### src/rtl/hack_pkg.sv
// Shared definitions for the Hack CPU core: FSM state encoding, instruction
// bit positions, the address width and the jump-condition helper.
package hack_pkg;

  // Core sequencing states; HALT is only reachable with HACK_CPU_HALT_DETECT_EN.
  typedef enum logic [1:0] {
    FETCH = 2'd0,
    EXEC  = 2'd1,
    HALT  = 2'd2
  } state_t;

  localparam int ADDR_W = 15;

  // Instruction bit positions (Hack encoding: 111a cccc ccdd djjj).
  localparam int TYPE = 15;
  localparam int ABIT = 12;
  localparam int C1   = 11;
  localparam int C2   = 10;
  localparam int C3   = 9;
  localparam int C4   = 8;
  localparam int C5   = 7;
  localparam int C6   = 6;
  localparam int D1   = 5;
  localparam int D2   = 4;
  localparam int D3   = 3;
  localparam int J1   = 2;
  localparam int J2   = 1;
  localparam int J3   = 0;

  // Jump condition: j[2] = less-than, j[1] = equal, j[0] = greater-than.
  function automatic logic jump_taken(input logic [2:0] j, input logic zr, input logic ng);
    jump_taken = (j[2] & ng) | (j[1] & zr) | (j[0] & ~ng & ~zr);
  endfunction

endpackage

### src/rtl/ALU.sv
// Team ALU. Control polarity differs from textbook Hack: f=1 selects AND,
// no=1 passes the result through un-negated.
module ALU (
  input  logic [15:0] x,
  input  logic [15:0] y,
  input  logic        zx,
  input  logic        nx,
  input  logic        zy,
  input  logic        ny,
  input  logic        f,
  input  logic        no,
  output logic [15:0] out,
  output logic        zr,
  output logic        ng
);

  logic [15:0] x_z_s;
  logic [15:0] x_n_s;
  logic [15:0] y_z_s;
  logic [15:0] y_n_s;
  logic [15:0] res_s;

  // Operand conditioning, function select, output polarity and flags.
  always_comb begin
    x_z_s = 16'h0000;
    x_n_s = 16'h0000;
    y_z_s = 16'h0000;
    y_n_s = 16'h0000;
    res_s = 16'h0000;
    if (zx) x_z_s = 16'h0000; else x_z_s = x;
    if (nx) x_n_s = ~x_z_s;   else x_n_s = x_z_s;
    if (zy) y_z_s = 16'h0000; else y_z_s = y;
    if (ny) y_n_s = ~y_z_s;   else y_n_s = y_z_s;
    if (f)  res_s = x_n_s & y_n_s; else res_s = x_n_s + y_n_s;
    if (no) out = res_s; else out = ~res_s;
    zr = (out == 16'h0000);
    ng = out[15];
  end

endmodule

### src/rtl/hack_pc_unit.sv
// Program counter: holds the ROM address, advances with 15-bit wrap and
// resolves conditional jumps against the ALU flags, loading the target from A.
module hack_pc_unit
  import hack_pkg::*;
#(
  parameter logic [ADDR_W-1:0] RESET_PC = 15'd0
) (
  input  logic              clk,
  input  logic              reset,
  input  logic              advance,
  input  logic              is_c,
  input  logic [2:0]        jump,
  input  logic              zr,
  input  logic              ng,
  input  logic [ADDR_W-1:0] target,
  output logic [ADDR_W-1:0] pc,
  output logic              take
);

  logic [ADDR_W-1:0] pc_next_s;

  // Jump resolution; A-instructions never jump.
  always_comb begin
    take      = 1'b0;
    pc_next_s = pc + 15'd1;
    if (is_c) take = jump_taken(jump, zr, ng); else take = 1'b0;
    if (take) pc_next_s = target; else pc_next_s = pc + 15'd1;
  end

  // PC register, updated only at the end of EXEC.
  always_ff @(posedge clk) begin
    if (reset) begin
      pc <= RESET_PC;
    end else if (advance) begin
      pc <= pc_next_s;
    end else begin
      pc <= pc;
    end
  end

endmodule

### src/rtl/hack_cpu_core.sv
// Two-cycle Hack CPU core (FETCH, EXEC). Holds IR, A and D, drives the team
// ALU and the data-RAM interface. Optional halt-loop detection is enabled
// by defining HACK_CPU_HALT_DETECT_EN.
module hack_cpu_core
  import hack_pkg::*;
#(
  parameter logic [ADDR_W-1:0] RESET_PC = 15'd0
) (
  input  logic              clk,
  input  logic              reset,
  output logic [ADDR_W-1:0] pc,
  input  logic [15:0]       instruction,
  input  logic [15:0]       inM,
  output logic [15:0]       outM,
  output logic              writeM,
  output logic [ADDR_W-1:0] addressM,
  output logic              halted
);

  state_t      state_r;
  state_t      state_next_s;
  logic [15:0] ir_r;
  logic [15:0] a_r;
  logic [15:0] d_r;
  logic [15:0] alu_y_s;
  logic [15:0] alu_out_s;
  logic        alu_zr_s;
  logic        alu_ng_s;
  logic        exec_s;
  logic        is_c_s;
  logic        take_s;
  logic        halt_hit_s;

  assign exec_s = (state_r == EXEC);
  assign is_c_s = ir_r[TYPE];

  // ALU y operand: memory when the a-bit is set, otherwise the A register.
  always_comb begin
    alu_y_s = a_r;
    if (ir_r[ABIT]) alu_y_s = inM; else alu_y_s = a_r;
  end

  // f and no are inverted because the team ALU uses the opposite polarity.
  ALU u_alu (
    .x  (d_r),
    .y  (alu_y_s),
    .zx (ir_r[C1]),
    .nx (ir_r[C2]),
    .zy (ir_r[C3]),
    .ny (ir_r[C4]),
    .f  (~ir_r[C5]),
    .no (~ir_r[C6]),
    .out(alu_out_s),
    .zr (alu_zr_s),
    .ng (alu_ng_s)
  );

  // The jump target is the pre-edge A, so "A=..;JMP" goes to the old A.
  hack_pc_unit #(.RESET_PC(RESET_PC)) u_pc (
    .clk    (clk),
    .reset  (reset),
    .advance(exec_s),
    .is_c   (is_c_s),
    .jump   (ir_r[J1:J3]),
    .zr     (alu_zr_s),
    .ng     (alu_ng_s),
    .target (a_r[ADDR_W-1:0]),
    .pc     (pc),
    .take   (take_s)
  );

  assign outM     = alu_out_s;
  assign addressM = a_r[ADDR_W-1:0];
  assign writeM   = exec_s & is_c_s & ir_r[D3];

`ifdef HACK_CPU_HALT_DETECT_EN
  logic prev_was_a_r;

  // "@X; 0;JMP" at X+1 jumps back onto its own A-load: a terminal loop.
  assign halt_hit_s = exec_s & take_s & prev_was_a_r &
                      (a_r[ADDR_W-1:0] == (pc - 15'd1));

  // Remember whether the last executed instruction was an A-instruction.
  always_ff @(posedge clk) begin
    if (reset) begin
      prev_was_a_r <= 1'b0;
    end else if (exec_s) begin
      prev_was_a_r <= ~is_c_s;
    end else begin
      prev_was_a_r <= prev_was_a_r;
    end
  end

  assign halted = (state_r == HALT);
`else
  assign halt_hit_s = 1'b0;
  assign halted     = 1'b0;
`endif

  // Next-state logic for the FETCH/EXEC/HALT sequencer.
  always_comb begin
    state_next_s = state_r;
    case (state_r)
      FETCH:   state_next_s = EXEC;
      EXEC: begin
        if (halt_hit_s) state_next_s = HALT; else state_next_s = FETCH;
      end
      HALT:    state_next_s = HALT;
      default: state_next_s = FETCH;
    endcase
  end

  // State register; reset overrides everything, including a pending EXEC.
  always_ff @(posedge clk) begin
    if (reset) state_r <= FETCH;
    else       state_r <= state_next_s;
  end

  // Instruction register loads at the end of FETCH.
  always_ff @(posedge clk) begin
    if (reset) begin
      ir_r <= 16'h0000;
    end else if (state_r == FETCH) begin
      ir_r <= instruction;
    end else begin
      ir_r <= ir_r;
    end
  end

  // A/D writeback at the end of EXEC.
  always_ff @(posedge clk) begin
    if (reset) begin
      a_r <= 16'h0000;
      d_r <= 16'h0000;
    end else if (exec_s) begin
      if (!is_c_s) begin
        a_r <= {1'b0, ir_r[14:0]};
        d_r <= d_r;
      end else begin
        a_r <= ir_r[D1] ? alu_out_s : a_r;
        d_r <= ir_r[D2] ? alu_out_s : d_r;
      end
    end else begin
      a_r <= a_r;
      d_r <= d_r;
    end
  end

endmodule
### config.mk
export PLATFORM = sky130hd
export DESIGN_NAME = hack_cpu_core
export DESIGN_NICKNAME = d
export VERILOG_FILES = /design/src/rtl/hack_pkg.sv /design/src/rtl/ALU.sv /design/src/rtl/hack_pc_unit.sv /design/src/rtl/hack_cpu_core.sv
export SDC_FILE = /design/constraint.sdc
export NUM_CORES = 1
export LEC_CHECK = 0
export CORE_MARGIN = 2
export CORE_UTILIZATION = 47
export CTS_BUF_LIST = sky130_fd_sc_hd__clkbuf_4 sky130_fd_sc_hd__clkbuf_8 sky130_fd_sc_hd__clkbuf_16
export DETAILED_ROUTE_END_ITERATION = 10
export PLACE_DENSITY = 0.83
export SLEW_MARGIN = 20
export SYNTH_ARGS = -nofsm -noshare
export SYNTH_HDL_FRONTEND = slang
export SYNTH_SLANG_ARGS = --single-unit
### constraint.sdc
create_clock -name clk -period 7.1 [get_ports clk]
set_input_delay 0.71 -clock clk [delete_from_list [all_inputs] [get_ports clk]]
set_output_delay 0.71 -clock clk [all_outputs]
set_load 0.02 [all_outputs]
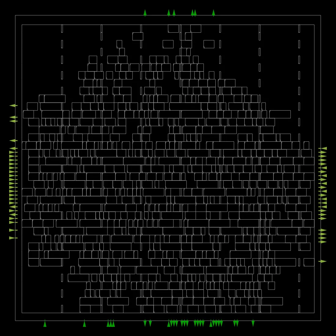
Fig. 1. Cell outlines without signal wires.
Post-Layout Cell Count: 836
Tap Count: 136

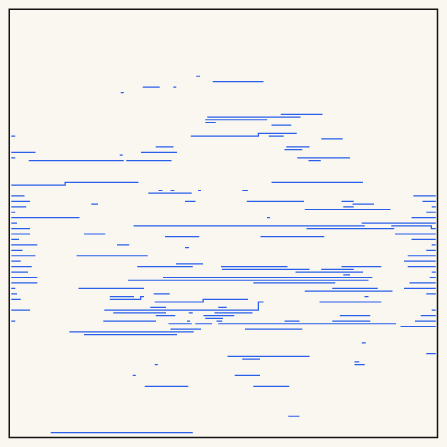
Fig. 2. M3 wires.
(4 px per um)
wire length on this layer	1320 um
share of all routed wire	9.0%
longest straight run	59.8 um

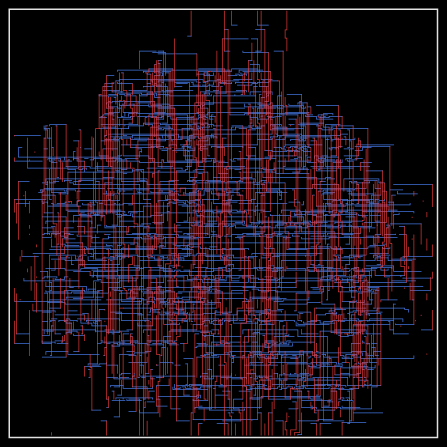
Fig. 3. Routed metal, one colour a layer.
(4 px per um) Two of the layers only.
colour	layer	wire length
red	met2	6950 um
blue	met1	6060 um

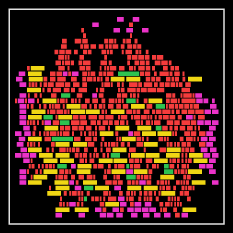
Fig. 4. Cell classes on the final placement.
(2 px per um)
colour	class	cells	share of their area
yellow	flip-flops	65	23%
red	all other logic	533	58%
green	clock drivers and dummy loads	16	3.9%
magenta	other buffers and delay cells	86	15%

==> run notes <==
yosys + openroad results -> status completed, Most Crowded Layer GR met2, clk pwr 0.361 mW, Max stage delay cell, worst path clkdlybuf4s50_1, non-clk buf share 14.3%, XOR Share, Synth 9.02%, drt pass-1 iters 5, inverters 12, sw frac 35.2%, met1 usage 32.7%, Leading power group registers, clock skew 10.4 ps, ao+oa area frac 20.8%, sequential share of power 35.3%, grt ovf 0, Die Area 11400 um^2, vias in the first global route 4705, Initial DRC Count 394, WL final 14.6 mm, critical path required time 6390 ps, placed cell area 5640 um^2, uppermost layer routed met4, number of max-cap violations 0, biggest regs a_r x16, d_r x16, ir_r x16
Power and IR drop assume default switching activity.
